## src/rtl/plab5_mcore_mem_req_msg_pack_queue.sv

```systemverilog
// Memory request message packer followed by a depth-configurable val/rdy FIFO with a per-entry domain tag.
// Optional domain fence enabled by defining PLAB5_MCORE_MEM_REQ_PACK_DOMAIN_FENCE_EN.
module plab5_mcore_mem_req_msg_pack_queue #(
  parameter int p_opaque_nbits = 8,
  parameter int p_addr_nbits   = 32,
  parameter int p_data_nbits   = 32,
  parameter int p_num_entries  = 2,
  localparam int c_t  = 3,
  localparam int c_l  = (p_data_nbits / 8 > 1) ? $clog2(p_data_nbits / 8) : 1,
  localparam int c_c  = c_t + p_opaque_nbits + p_addr_nbits + c_l + p_data_nbits,
  localparam int c_cw = $clog2(p_num_entries + 1)
) (
  input  logic                      clk,
  input  logic                      reset,
  input  logic                      in_val,
  output logic                      in_rdy,
  input  logic [c_t-1:0]            in_type,
  input  logic [p_opaque_nbits-1:0] in_opaque,
  input  logic [p_addr_nbits-1:0]   in_addr,
  input  logic [c_l-1:0]            in_len,
  input  logic [p_data_nbits-1:0]   in_data,
  input  logic                      in_domain,
  output logic                      out_val,
  input  logic                      out_rdy,
  output logic [c_c-1:0]            out_msg,
  output logic                      out_domain,
  output logic [c_cw-1:0]           count
);

  localparam int c_pw = (p_num_entries > 1) ? $clog2(p_num_entries) : 1;

  logic [c_c-1:0]          r_msg [p_num_entries];
  logic                    r_dom [p_num_entries];
  logic [c_pw-1:0]         r_head;
  logic [c_pw-1:0]         r_tail;
  logic [c_cw-1:0]         r_count;

  logic                    w_full;
  logic                    w_enq;
  logic                    w_deq;
  logic [p_data_nbits-1:0] w_data_field;
  logic [c_c-1:0]          w_packed;

  // Explicit wrap so non-power-of-two depths never index past the last entry.
  function automatic logic [c_pw-1:0] f_next(input logic [c_pw-1:0] ptr);
    return (ptr == c_pw'(p_num_entries - 1)) ? '0 : ptr + c_pw'(1);
  endfunction

  assign w_full       = (r_count == c_cw'(p_num_entries));
  assign w_data_field = (in_type == 3'd0) ? '0 : in_data;
  assign w_packed     = {in_type, in_opaque, in_addr, in_len, w_data_field};
  assign w_enq        = in_val && in_rdy;
  assign w_deq        = out_val && out_rdy;

`ifdef PLAB5_MCORE_MEM_REQ_PACK_DOMAIN_FENCE_EN
  logic r_last_domain;

  always_ff @(posedge clk or posedge reset) begin
    if (reset) begin
      r_last_domain <= 1'b0;
    end else if (w_enq) begin
      r_last_domain <= in_domain;
    end
  end

  // A domain switch waits for a full drain so the queue never mixes domains.
  assign in_rdy = !w_full && ((r_count == '0) || (in_domain == r_last_domain));
`else
  assign in_rdy = !w_full;
`endif

  always_ff @(posedge clk or posedge reset) begin
    if (reset) begin
      r_head  <= '0;
      r_tail  <= '0;
      r_count <= '0;
    end else begin
      if (w_enq) begin
        r_tail <= f_next(r_tail);
      end
      if (w_deq) begin
        r_head <= f_next(r_head);
      end
      case ({w_enq, w_deq})
        2'b10:   r_count <= r_count + c_cw'(1);
        2'b01:   r_count <= r_count - c_cw'(1);
        default: r_count <= r_count;
      endcase
    end
  end

  // Storage is deliberately left uncleared by reset; only the pointers matter.
  always_ff @(posedge clk) begin
    if (w_enq) begin
      r_msg[r_tail] <= w_packed;
      r_dom[r_tail] <= in_domain;
    end
  end

  assign out_val    = (r_count != '0);
  assign out_msg    = r_msg[r_head];
  assign out_domain = r_dom[r_head];
  assign count      = r_count;

endmodule
```

## config.mk

```make
export PLATFORM = sky130hd
export DESIGN_NAME = plab5_mcore_mem_req_msg_pack_queue
export DESIGN_NICKNAME = d
export VERILOG_FILES = /design/src/rtl/plab5_mcore_mem_req_msg_pack_queue.sv
export SDC_FILE = /design/constraint.sdc
export NUM_CORES = 1
export LEC_CHECK = 0
export ABC_AREA = 1
export ABC_CLOCK_PERIOD_IN_PS = 4100
export CAP_MARGIN = 0
export CORE_UTILIZATION = 30
export DETAILED_ROUTE_END_ITERATION = 10
export PLACE_DENSITY = 0.6
export SLEW_MARGIN = 25
export SYNTH_ARGS = -nofsm -noshare
export SYNTH_HDL_FRONTEND = slang
export SYNTH_SLANG_ARGS = --single-unit
```

## constraint.sdc

```tcl
create_clock -name clk -period 4.1 [get_ports clk]
set_input_delay 0.82 -clock clk [delete_from_list [all_inputs] [get_ports clk]]
set_output_delay 0.82 -clock clk [all_outputs]
set_load 0.05 [all_outputs]
```

run_1/m2.png
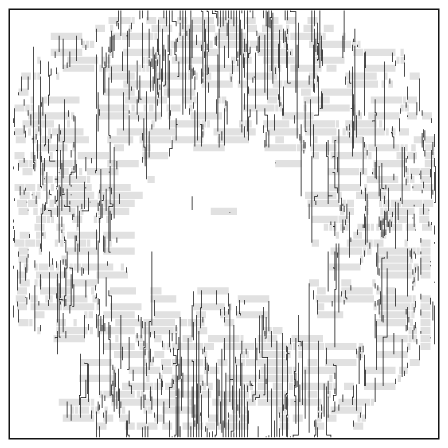
wire length on this layer: 5840 um
nets with wire on the layer: 564
longest straight run: 51.0 um
share of all routed wire: 46%
main direction: vertical

run_1/clock_nets.png
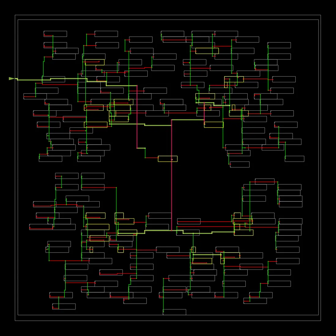
Late-Pin Clk Latency: 410 ps
cts bufs inserted: 17
Clk. pwr: 1650 uW

==> impl_metrics.yaml, run 1 <==
# flow metrics
clock_tree:
  post_cts_buffers: 0
  cts_hold_buffers: 0
  cts_max_level: 4
  cts.sink_count: 160
  cts_root_buffer: "clkbuf_16"
  cts_max_path_buffers: 2
  cts.reportedPaths.clkPinSlew_ps: 60
  cts_tree: "built"
yosys:
  ys.flops: 160
  ys_cells: 506
  syn-cell-area_um2: 6250
  ys_top_cells_by_count: "edfxtp_1, inv_1, nand2_1"
  synth.area.top_cells: "edfxtp_1, inv_1, o21ai_0"
  edf_count: 156
  syn_area_per_cell_um2: 12.4
  flop_cell: "edfxtp_1"
  synthCells: 506
  yosys_area_um2: 6250
  fp_nets: 589
  yosys_warnings: 0
  top_area_cell: "edfxtp_1"
placed_design:
  dp.final_hpwl_mm: 7.96
  dp_slack_ps: 1020
  gp_congestion: 0.705
setup_path:
  cp-startpoint: "r_head$_DFFE_PP0P_"
  worst_ep_arrival_time_ps: 2660
  r2r-end: "r_msg[0][13]$_DFFE_PP_"
  cp_data_required_time_ps: 3280
  ff2ff_setup_slack_ps: 2110
  r2r-start: "count[0]$_DFFE_PP0P_"
  path_max_fanout: 60
  reg2reg_depth: 6
  path_class: "reg -> out"
drt:
  dr.pass1.iters: 4
  drt_iter0_drc: 170
  drt-total-wl_mm: 12.6
  routedWlPerCell_um: 13.1
  vias_per_cell: 4.06
  via_count: 3893
sta:
  tightest_slew_ps: 617
  slew_headroom_pct: 58.9
  drv_slew: 0
  setup-tns-final_ps: 0
  rsz0062_at_grt: "no"
  hold_ws_ps: 474
  finalWorstSetupSlack_ps: 617
layout:
  nets: 759
  synthToLayoutAreaGrowth_pct: 40.9
  drive_above_1_share_pct: 5.95
  seqCellArea_um2: 4790
job:
  maxCapViolCount: 0
pwr:
  intPower_uw: 4230
  power_density_nw_per_um2: 829
  clockPowerShare_pct: 22.6
  power_leakage_uw: 0.00347
hold_path:
  worstHoldStart: "r_tail$_DFFE_PP0N_"
  worstHoldEndpoint: "r_tail$_DFFE_PP0N_"
die:
  core_area_um2: 20400
  io_pins: 164
  die_h_um: 146
  die_area_um2: 21400
global_route:
  grt_use_total_pct: 12.1
status:
  status: "complete, no violations"
run_1/m1.png
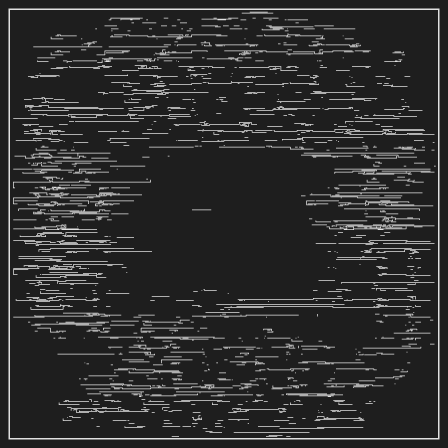
longest straight run: 43.7 um
main direction: horizontal
wire length on this layer: 6000 um
nets with wire on the layer: 686
share of all routed wire: 48%

run_1/layers.png
Two of the layers only.
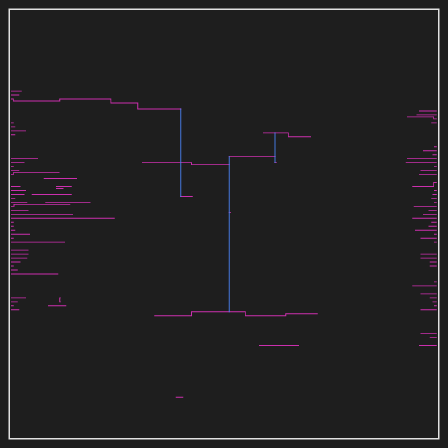
| layer | color | wire length |
|---|---|---|
| M4 | blue | 93.2 um |
| M3 | magenta | 653 um |

run 1: cells in the final DEF (no fill, tap or decap), types with 2 or more instances in the layout:
cell type / count
clkbuf_16: 17
clkinv_4: 2
bufinv_16: 4
inv_1: 117
edfxtp_1: 156
nor2_1: 32
o21ai_1: 5
clkdlybuf4s50_1: 163
nand2_1: 90
clkbuf_1: 2
dfrtp_1: 3
clkinv_2: 3
clkinvlp_4: 2
buf_4: 7
nand3_1: 2
o21ai_0: 73
run 1: layer usage:
| layer | part of all wire, % | wire [um] | global-route usage [%] | up-vias |
|---|---|---|---|---|
| met5 | 0 | 0 | 0 | - |
| met4 | 0.74 | 93 | 3.59 | 0 |
| met3 | 5.2 | 652 | 4.09 | 9 |
| met2 | 46 | 5840 | 18.5 | 105 |
| met1 | 48 | 6000 | 16.1 | 1792 |
| li1 | - | - | - | 1987 |
run 1: critical path: stages, from the launching register on:
cell,delay (ps)
dfrtp_4,780
buf_4,400
nand2_1,80
o21ai_0,110
clkdlybuf4s50_1,850
run 1: power groups by stage:
stage | logic [uW] | registers, uW | clock network, uW
2_1_floorplan | 2210 | 2400 | 0
3_3_place_gp | 3280 | 2430 | 0
3_5_place_dp | 3280 | 2440 | 0
4_1_cts | 3290 | 2410 | 1700
5_1_grt | 3430 | 2450 | 1780
6_report | 3250 | 2400 | 1650
run 1: stage by stage:
step                      cell area, um2  utilization [%]  std cells
after floorplan                     6260                -        506
after global placement              8200             40.2        927
after detailed placement            8200             40.2        927
after CTS                           8810             43.3        959
after global routing                8810             43.3        959
final                               8810             43.3        959
run 1: flip-flops by register name, indices dropped and copies added, names as in the netlist:
| name | count |
|---|---|
| count | 2 |
| r_tail | 1 |
| r_dom | 2 |
| r_head | 1 |
| r_msg | 154 |
run 1: area by class of cell:
cell class,count,share of cell area [%]
clock buffers,19,4.91
clock inverters,13,2.11
inverters,118,5.04
multi-input cells,208,10.4
flip-flops and latches,160,54.3
well taps,270,3.83
repair buffers,171,19.3
run 1: cells by family after synthesis:
kind of cell / Yosys count / share of synthesized area (%)
flops: 160 / 76.5
xor+xnor: 1 / 0.140
buf+inv: 138 / 9.00
simple gates: 128 / 7.92
fa+ha+maj: 1 / 0.200
compound gates: 78 / 6.24
run 1: worst max-delay path by stage:
stage | end | slack, ps | cells after the start
floorplan | r_dom[1]$_DFFE_PP_ | 240 | 4
global placement | out_msg[52] | 1030 | 4
detailed placement | out_msg[52] | 1020 | 4
CTS | out_msg[52] | 560 | 4
global route | out_msg[52] | 430 | 4
finish | out_msg[52] | 620 | 4
run_1/sizing.png
Scale bar: 50 um.
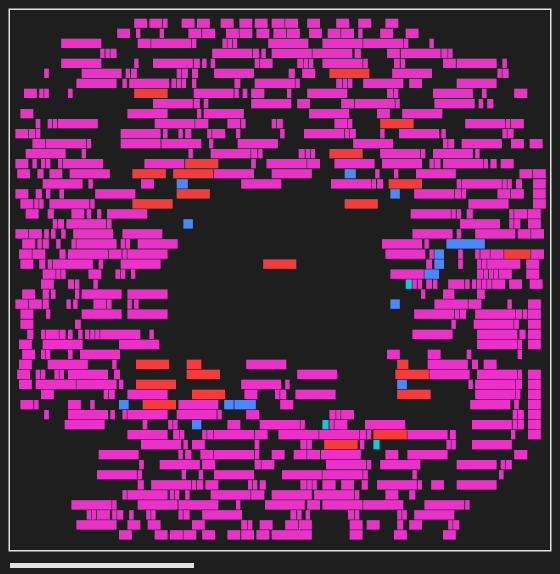

==> run 2, diff against run 1 <==
--- a/config.mk
+++ b/config.mk
@@ -6,11 +6,11 @@
 export NUM_CORES = 1
 export LEC_CHECK = 0
 export ABC_AREA = 1
-export ABC_CLOCK_PERIOD_IN_PS = 4100
+export ABC_CLOCK_PERIOD_IN_PS = 3300
 export CAP_MARGIN = 0
 export CORE_UTILIZATION = 30
 export DETAILED_ROUTE_END_ITERATION = 10
-export PLACE_DENSITY = 0.6
+export PLACE_DENSITY = 0.58
 export SLEW_MARGIN = 25
 export SYNTH_ARGS = -nofsm -noshare
 export SYNTH_HDL_FRONTEND = slang
==> constraint.sdc (replaced) <==
create_clock -name clk -period 3.3 [get_ports clk]
set_input_delay 0.66 -clock clk [delete_from_list [all_inputs] [get_ports clk]]
set_output_delay 0.66 -clock clk [all_outputs]
set_load 0.05 [all_outputs]
run_2/sizing.png
Scale bar: 50 um.
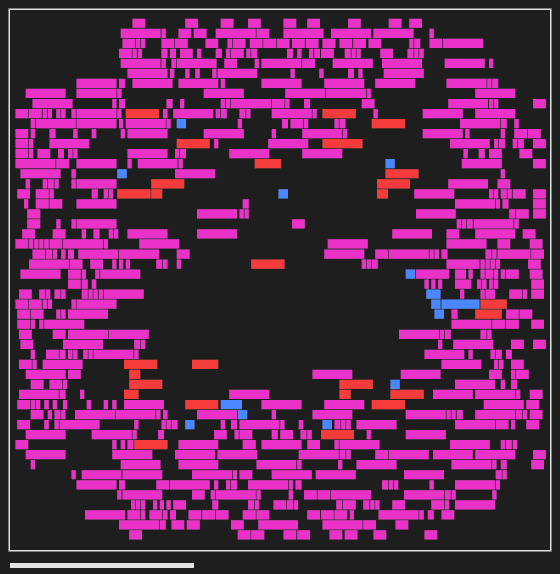
| size | color | cells | share | most used |
|---|---|---|---|---|
| x6 and larger | red | 27 | 3.9% | clkbuf_16 |
| x3 and x4 | blue | 14 | 2.0% | clkinvlp_4 |
| x1 and smaller | magenta | 647 | 94% | clkdlybuf4s50_1 |

==> run 2 against run 1 <==
  * Wire length is 0.33% lower
  * Combinational power is 28% higher
  * First-iteration DRC count is 4.1% higher
  * Clock power is 12% higher
  * Synthesized cell count stayed put
  * Synthesized area stayed put
  * Critical path depth is 1 lower
  * Design area is 0.35% lower
  * Sequential cell count stayed put
  * Total power is 22% higher
  * Sequential share of layout area is 0.19 points higher
  * Global-route usage is 0.34 points higher
  * Highest routed layer unchanged
==> impl_metrics.yaml, run 2 <==
# flow metrics
sta:
  setup-tns-final_ps: 0
  finalWorstSetupSlack_ps: 307
  hold_ws_ps: 439
  slew_headroom_pct: 54.9
  tightest_slew_ps: 676
yosys:
  ys.flops: 160
  yosys_area_um2: 6250
  ys_cells: 506
  synth.area.top_cells: "edfxtp_1, inv_1, o21ai_0"
  syn-cell-area_um2: 6250
  synthCells: 506
  top_area_cell: "edfxtp_1"
  syn_area_per_cell_um2: 12.4
  fp_nets: 589
  yosys_warnings: 0
drt:
  via_count: 3877
  dr.pass1.iters: 4
  drt_iter0_drc: 177
  routedWlPerCell_um: 13.1
  vias_per_cell: 4.05
placed_design:
  dp.final_hpwl_mm: 8.20
  gp_congestion: 0.756
  dp_slack_ps: 713
clock_tree:
  cts_made_buffers: 17
  cts_tree: "built"
  cts_root_buffer: "clkbuf_16"
  cts.sink_count: 160
  cts.reportedPaths.clkPinSlew_ps: 60
  cts_max_level: 4
  post_cts_buffers: 0
  clock.latency.late_pin_ps: 410
die:
  io_pins: 164
  die_h_um: 146
  die_area_um2: 21400
setup_path:
  path_max_fanout: 82
  path_class: "reg -> out"
  cp_data_required_time_ps: 2640
  worst_ep_arrival_time_ps: 2330
job:
  maxCapViolCount: 0
status:
  status: "complete, no violations"
layout:
  nets: 758
  top_register: "r_msg"
  drive_above_1_share_pct: 5.96
  largest_register_ffs: 154
  lay_top_count: "clkdlybuf4s50_1"
  synthToLayoutAreaGrowth_pct: 40.4
pwr:
  clockPowerShare_pct: 20.8
  power_density_nw_per_um2: 1020
  power_leakage_uw: 0.00343
global_route:
  grt_use_total_pct: 12.4
run_2/m2.png
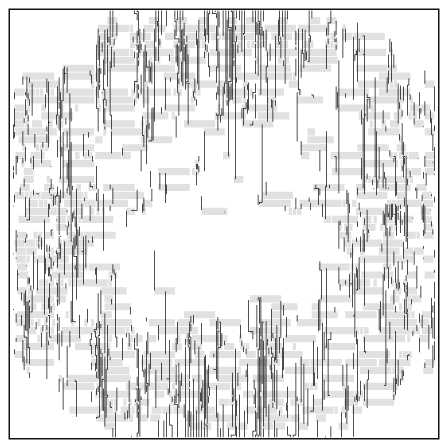
wire length on this layer: 6060 um
main direction: vertical
nets with wire on the layer: 597
longest straight run: 54.1 um

## run 2: cell types whose count changed in the layout (fill, tap and decap cells not counted)
cell / delta
clkinvlp_4: +5
buf_12: +3
buf_4: -3
bufinv_16: -3
clkinv_2: -3
inv_6: +3
clkbuf_1: -2
clkinv_1: +2
clkinv_4: -2
clkdlybuf4s50_1: -1
## run 2: routing by layer
layer	share of wire, %	track usage (%)	vias up
li1	-	-	1981
met1	45	15.4	1787
met2	48	20.3	102
met3	5.6	4.16	7
met4	0.74	4.22	0
met5	0	0	-
## run 2: final timing paths
path                                   endpoint  slack, ps  cells after the start            startpoint
max reg2reg                  r_dom[0]$_DFFE_PP_       1270                      5  count[0]$_DFFE_PP0P_
max in group asynchronous    r_head$_DFFE_PP0P_       2680                      2                 reset
max                                 out_msg[12]        310                      3    r_head$_DFFE_PP0P_
min in group clk             r_tail$_DFFE_PP0N_        470                      2    r_tail$_DFFE_PP0N_
min reg2reg                  r_tail$_DFFE_PP0N_        470                      2    r_tail$_DFFE_PP0N_
min                        count[1]$_DFFE_PP0P_        440                      2                 reset
## run 2: final cells by class
| cell class | count | area, um2 |
|---|---|---|
| Clock buffer | 17 | 425 |
| Clock inverter | 15 | 133 |
| Inverter | 118 | 447 |
| Timing Repair Buffer | 170 | 1730 |
| Tap cell | 270 | 338 |
| Multi-Input combinational cell | 208 | 921 |
| Fill cell | 1874 | 11600 |
| Sequential cell | 160 | 4790 |
## run 2: worst max-delay path, cell delays in order, from the launching register on
cell	delay, ps
dfrtp_4	500
buf_12	190
o21ai_0	300
clkdlybuf4s50_1	870
## run 2: power by group through the flow
stage | clock network, uW | logic [uW] | registers [uW]
2_1_floorplan | 0 | 2760 | 2970
3_3_place_gp | 0 | 4190 | 2930
3_5_place_dp | 0 | 4210 | 2940
4_1_cts | 1910 | 4230 | 2900
5_1_grt | 2010 | 4410 | 2940
6_report | 1850 | 4160 | 2900
## run 2: logic make-up (layout without fill, tap and decap cells)
kind of cell	count (synthesis)	in the layout	share of synthesized area (%)
compound gates	78	78	6.24
xor+xnor	1	1	0.140
fa+ha+maj	1	1	0.200
buf+inv	138	320	9.00
flops	160	160	76.5
simple gates	128	128	7.92
## run 2: metrics by stage
step | cell area (um2) | total power (uW) | utilization [%] | instances
floorplan | 6270 | 5720 | - | 506
global placement | 8230 | 7120 | 40.4 | 926
detailed placement | 8230 | 7160 | 40.4 | 926
CTS | 8780 | 9040 | 43.1 | 958
global route | 8780 | 9360 | 43.1 | 958
finish | 8780 | 8920 | 43.1 | 958
No activity file was given, so power comes from the tool's default toggle rates.
